File: src/rtl/or3_sweep_tester.sv
// Built-in self-test driver for a 3-input OR gate: sweeps all eight input
// vectors, captures the gate's response to each and reports a verdict.
module or3_sweep_tester #(
  parameter int DWELL = 4
) (
  input  logic       clk,
  input  logic       rst,
  input  logic       start,
  input  logic       dout,
  output logic       din_a,
  output logic       din_b,
  output logic       din_c,
  output logic       busy,
  output logic       done,
  output logic [7:0] result,
  output logic       pass,
  output logic [2:0] fail_idx
);

  typedef enum logic [1:0] {IDLE, DRIVE, DONE} state_t;

  localparam logic [7:0] EXPECTED = 8'hFE;
  localparam logic [7:0] LAST_CNT = 8'(DWELL - 1);

  state_t     state_q, state_d;
  logic [2:0] idx_q, idx_d;
  logic [7:0] cnt_q, cnt_d;
  logic [7:0] result_q, result_d;
  logic       pass_q, pass_d;
  logic [2:0] fail_idx_q, fail_idx_d;
  logic [2:0] vec_q, vec_d;
  logic       busy_q, busy_d;
  logic       done_q, done_d;

  logic [7:0] capture_tbl;
  logic [7:0] mismatch;
  logic [2:0] first_bad;

  // Table as it would look if the current vector's response were captured now.
  always_comb begin
    capture_tbl         = result_q;
    capture_tbl[idx_q]  = dout;
    mismatch            = capture_tbl ^ EXPECTED;
  end

  always_comb begin
    first_bad = '0;
    for (int k = 7; k >= 0; k--) begin
      if (mismatch[k]) first_bad = 3'(k);
    end
  end

  always_comb begin
    state_d    = state_q;
    idx_d      = idx_q;
    cnt_d      = cnt_q;
    result_d   = result_q;
    pass_d     = pass_q;
    fail_idx_d = fail_idx_q;
    vec_d      = vec_q;
    busy_d     = busy_q;
    done_d     = 1'b0;

    case (state_q)
      IDLE: begin
        vec_d  = '0;
        busy_d = 1'b0;
        if (start) begin
          result_d   = '0;
          pass_d     = 1'b0;
          fail_idx_d = '0;
          idx_d      = '0;
          cnt_d      = '0;
          busy_d     = 1'b1;
          state_d    = DRIVE;
        end
      end
      DRIVE: begin
        cnt_d = cnt_q + 8'd1;
        if (cnt_q == LAST_CNT) begin
          result_d = capture_tbl;
          cnt_d    = '0;
          if (idx_q == 3'd7) begin
            state_d    = DONE;
            done_d     = 1'b1;
            busy_d     = 1'b0;
            vec_d      = '0;
            pass_d     = (capture_tbl == EXPECTED);
            fail_idx_d = first_bad;
          end else begin
            idx_d = idx_q + 3'd1;
            vec_d = idx_q + 3'd1;
          end
        end
      end
      DONE: begin
        state_d = IDLE;
        busy_d  = 1'b0;
        vec_d   = '0;
      end
      default: begin
        state_d = IDLE;
        busy_d  = 1'b0;
        vec_d   = '0;
      end
    endcase
  end

  always_ff @(posedge clk) begin
    if (rst) begin
      state_q    <= IDLE;
      idx_q      <= '0;
      cnt_q      <= '0;
      result_q   <= '0;
      pass_q     <= 1'b0;
      fail_idx_q <= '0;
      vec_q      <= '0;
      busy_q     <= 1'b0;
      done_q     <= 1'b0;
    end else begin
      state_q    <= state_d;
      idx_q      <= idx_d;
      cnt_q      <= cnt_d;
      result_q   <= result_d;
      pass_q     <= pass_d;
      fail_idx_q <= fail_idx_d;
      vec_q      <= vec_d;
      busy_q     <= busy_d;
      done_q     <= done_d;
    end
  end

  assign {din_a, din_b, din_c} = vec_q;
  assign busy     = busy_q;
  assign done     = done_q;
  assign result   = result_q;
  assign pass     = pass_q;
  assign fail_idx = fail_idx_q;

endmodule

File: config.mk
export PLATFORM = sky130hd
export DESIGN_NAME = or3_sweep_tester
export DESIGN_NICKNAME = d
export VERILOG_FILES = /design/src/rtl/or3_sweep_tester.sv
export SDC_FILE = /design/constraint.sdc
export NUM_CORES = 1
export LEC_CHECK = 0
export CAP_MARGIN = 5
export CORE_MARGIN = 8
export CORE_UTILIZATION = 40
export CTS_BUF_LIST = sky130_fd_sc_hd__clkbuf_2 sky130_fd_sc_hd__clkbuf_4 sky130_fd_sc_hd__clkbuf_8
export DETAILED_ROUTE_END_ITERATION = 7
export PLACE_DENSITY_LB_ADDON = 0.2
export SYNTH_ARGS = -nofsm -noshare
export SYNTH_HDL_FRONTEND = slang
export SYNTH_SLANG_ARGS = --single-unit
File: constraint.sdc
create_clock -name clk -period 3.62 [get_ports clk]
set_clock_uncertainty 0.2 [all_clocks]
set_input_delay 0.362 -clock clk [delete_from_list [all_inputs] [get_ports clk]]
set_output_delay 0.362 -clock clk [all_outputs]
set_load 0.02 [all_outputs]
==> flow_summary.toml <==
# generated from flow reports
[sta]
hold_violations = 0
setup_viol = 0
timing.fmax_mhz = 370
tns_ns = 0
slew_violations = 0
fin_crit_ns = 2.70
setup_ws_ns = 0.920
slew_headroom_pct = 49.3
worstMarginPinSlew_ns = 0.755

[outcome]
outcome = "finished clean"

[worst_setup_path]
crit_arrival_ns = 2.72
critical-path-max-stage-delay_ns = 0.59
crit_chain = "ha_1, or4b_4, nor4_4, o21ai_2, or3_1, a21oi_1"
start_kind = "flop"
crit_buf_inv = 0
crit_fanout = 14
required_ns = 3.64
end_kind = "flop"
worst_path_max_delay_cell = "nor4_4"

[placement]
gp_congestion = 0.761
detailed_place_hpwl_um = 2830
pre_cts_ws_ns = 0.914

[floorplan]
num_rows = 23
fp_util_pct = 41.0
die_h_um = 79.8
core_mm2 = 0.00397
num_io_pins = 21
die_area_mm2 = 0.00636
fp.dieW_um = 79.8

[global_routing]
grt_max_degree = 27
grt_pass1_vias = 1392
grtUsageTotal_pct = 13.1
grt_pass1_wl_um = 6690

[clock_tree]
htree_num_levels = 2
clk_latency_ns = 0.28
numClockSinks = 30
cts_buffers = 5
cts_tree = "built"
cts_setup_buffers = 0
clockBufferDepth = 2
hold_buffers = 0
root_buffer = "clkbuf_8"

[cells_and_area]
seq_share_pct = 30.9
areaGrowthSynthToFinish_pct = 19.4
comb_cells = 157
diodes = 0
clock_buffers = 7
final_common_cell = "dfxtp_1"
sh_comb_area_pct = 50.3
dominant-cell-class = "multi-input combinational cells"
clk_share_pct = 4.32
drive_above_1_share_pct = 6.91
register_area_um2 = 601
bufAreaShareNonClock_pct = 11.1
num-nonclk-buffers = 22
inverters = 1
logic_area_um2 = 976
fin_nets = 224

[yosys]
synthCells = 200
ys_seq_share_pct = 36.9
fp_nets = 207
ys_sh_simple_pct = 29.2
yosys_warnings = 0
synth.top_cells.by_area = "dfxtp_1 (37%), mux2i_1 (5.5%), nor2_1 (5.3%)"
synth_top_area_share_pct = 36.9
ys_top_logic_family = "simple AND/OR/NAND/NOR gates"
syn_area_mm2 = 0.00163
top_cell = "dfxtp_1"
edf_count = 0
yosys.area.top_type = "dfxtp_1"
yosys_cells = 200
synth_chip_area_mm2 = 0.00163
flop_cell = "dfxtp_1"
ys_sh_xor_pct = 2.15
syn_area_per_cell_um2 = 8.13

[routing]
drc = 0
first_pass_iters = 4
ant_nets = 0
routed_wl_um = 4010
wl_met3_um = 160
wire_per_inst_um = 15.0
num_vias = 1509
drt_iter0_drc = 135
dr_wl_met2_um = 1820
vias_per_cell = 5.65

[power]
power.density_mw_per_mm2 = 350
peakVddDrop_mv = 0.204

[job]
maxCapViolations = 0

[worst_hold_path]
hp-class = "flop to flop"
[final timing paths]
kind | slack, ns | endpoint | startpoint | cells after the start
worst max-delay path | 0.92 | result[1]$_SDFFE_PP0P_ | cnt_q[0]$_SDFFE_PP0P_ | 6
worst min-delay path | 0.25 | fail_idx[1]$_SDFFE_PP0P_ | fail_idx[1]$_SDFFE_PP0P_ | 2
worst max register to register | 0.92 | result[1]$_SDFFE_PP0P_ | cnt_q[0]$_SDFFE_PP0P_ | 6
worst min register to register | 0.25 | fail_idx[1]$_SDFFE_PP0P_ | fail_idx[1]$_SDFFE_PP0P_ | 2
[power breakdown]
group / internal, mW / total [mW] / switching, mW
clock: 0.147 / 0.263 / 0.116
combinational: 0.0275 / 0.0772 / 0.0497
sequential: 0.335 / 0.339 / 0.00444
total: 0.509 / 0.679 / 0.170
[cells by family after synthesis]
family,after synthesis
mux,9
flops,30
compound gates,51
fa+ha+maj,3
xor+xnor,4
buf+inv,13
simple gates,90
[metal layers]
metal  vias to the layer above  GRT usage, %
met3                         6          3.38
li1                        763             -
met1                       714          17.0
met2                        26          19.7
met5                         -             0
met4                         0          6.00
[through the flow]
| step | hold slack, ns | total power [mW] | util (%) | area, um2 | instances |
|---|---|---|---|---|---|
| 3_3_place_gp | 0.247 | 0.424 | 46.8 | 1860 | 260 |
| 5_1_grt | 0.294 | 0.708 | 48.9 | 1940 | 267 |
| 6_report | 0.252 | 0.679 | 48.9 | 1940 | 267 |
| 3_5_place_dp | 0.248 | 0.424 | 46.8 | 1860 | 260 |
| 4_1_cts | 0.263 | 0.687 | 48.9 | 1940 | 267 |
| 2_1_floorplan | 0.249 | 0.403 | - | 1630 | 200 |
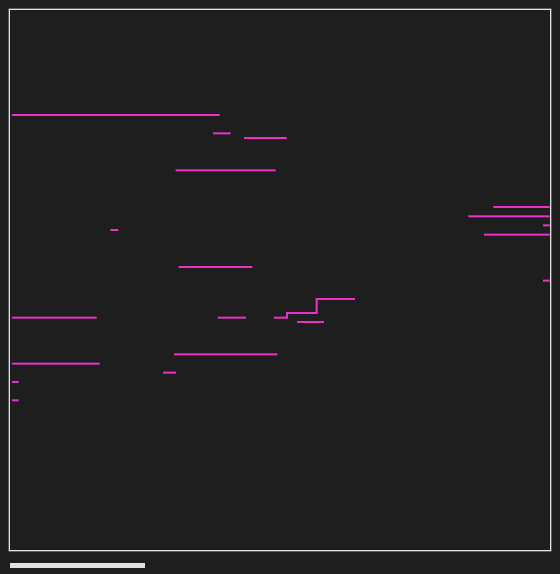
*Met3 routing*
Scale bar: 20 um.
share of all routed wire	4.0%
wire length on this layer	160 um
longest straight run	30.4 um
main direction	horizontal
nets with wire on the layer	15

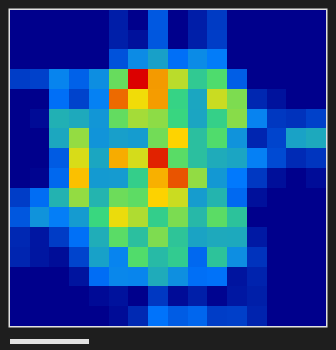
*Signal metal coverage by tile*
Scale bar: 20 um. The die is cut into 16 by 16 equal tiles; dark blue is low, red is high, scaled to the fullest tile. Values are wire area over tile area, all layers added.
mean over tiles	0.098
tiles over half the peak	15%
nearly empty tiles	33%
densest ninth of the die	center
fullest tile	0.44

Power figures rest on the tool's default switching activity, not on a simulated workload.
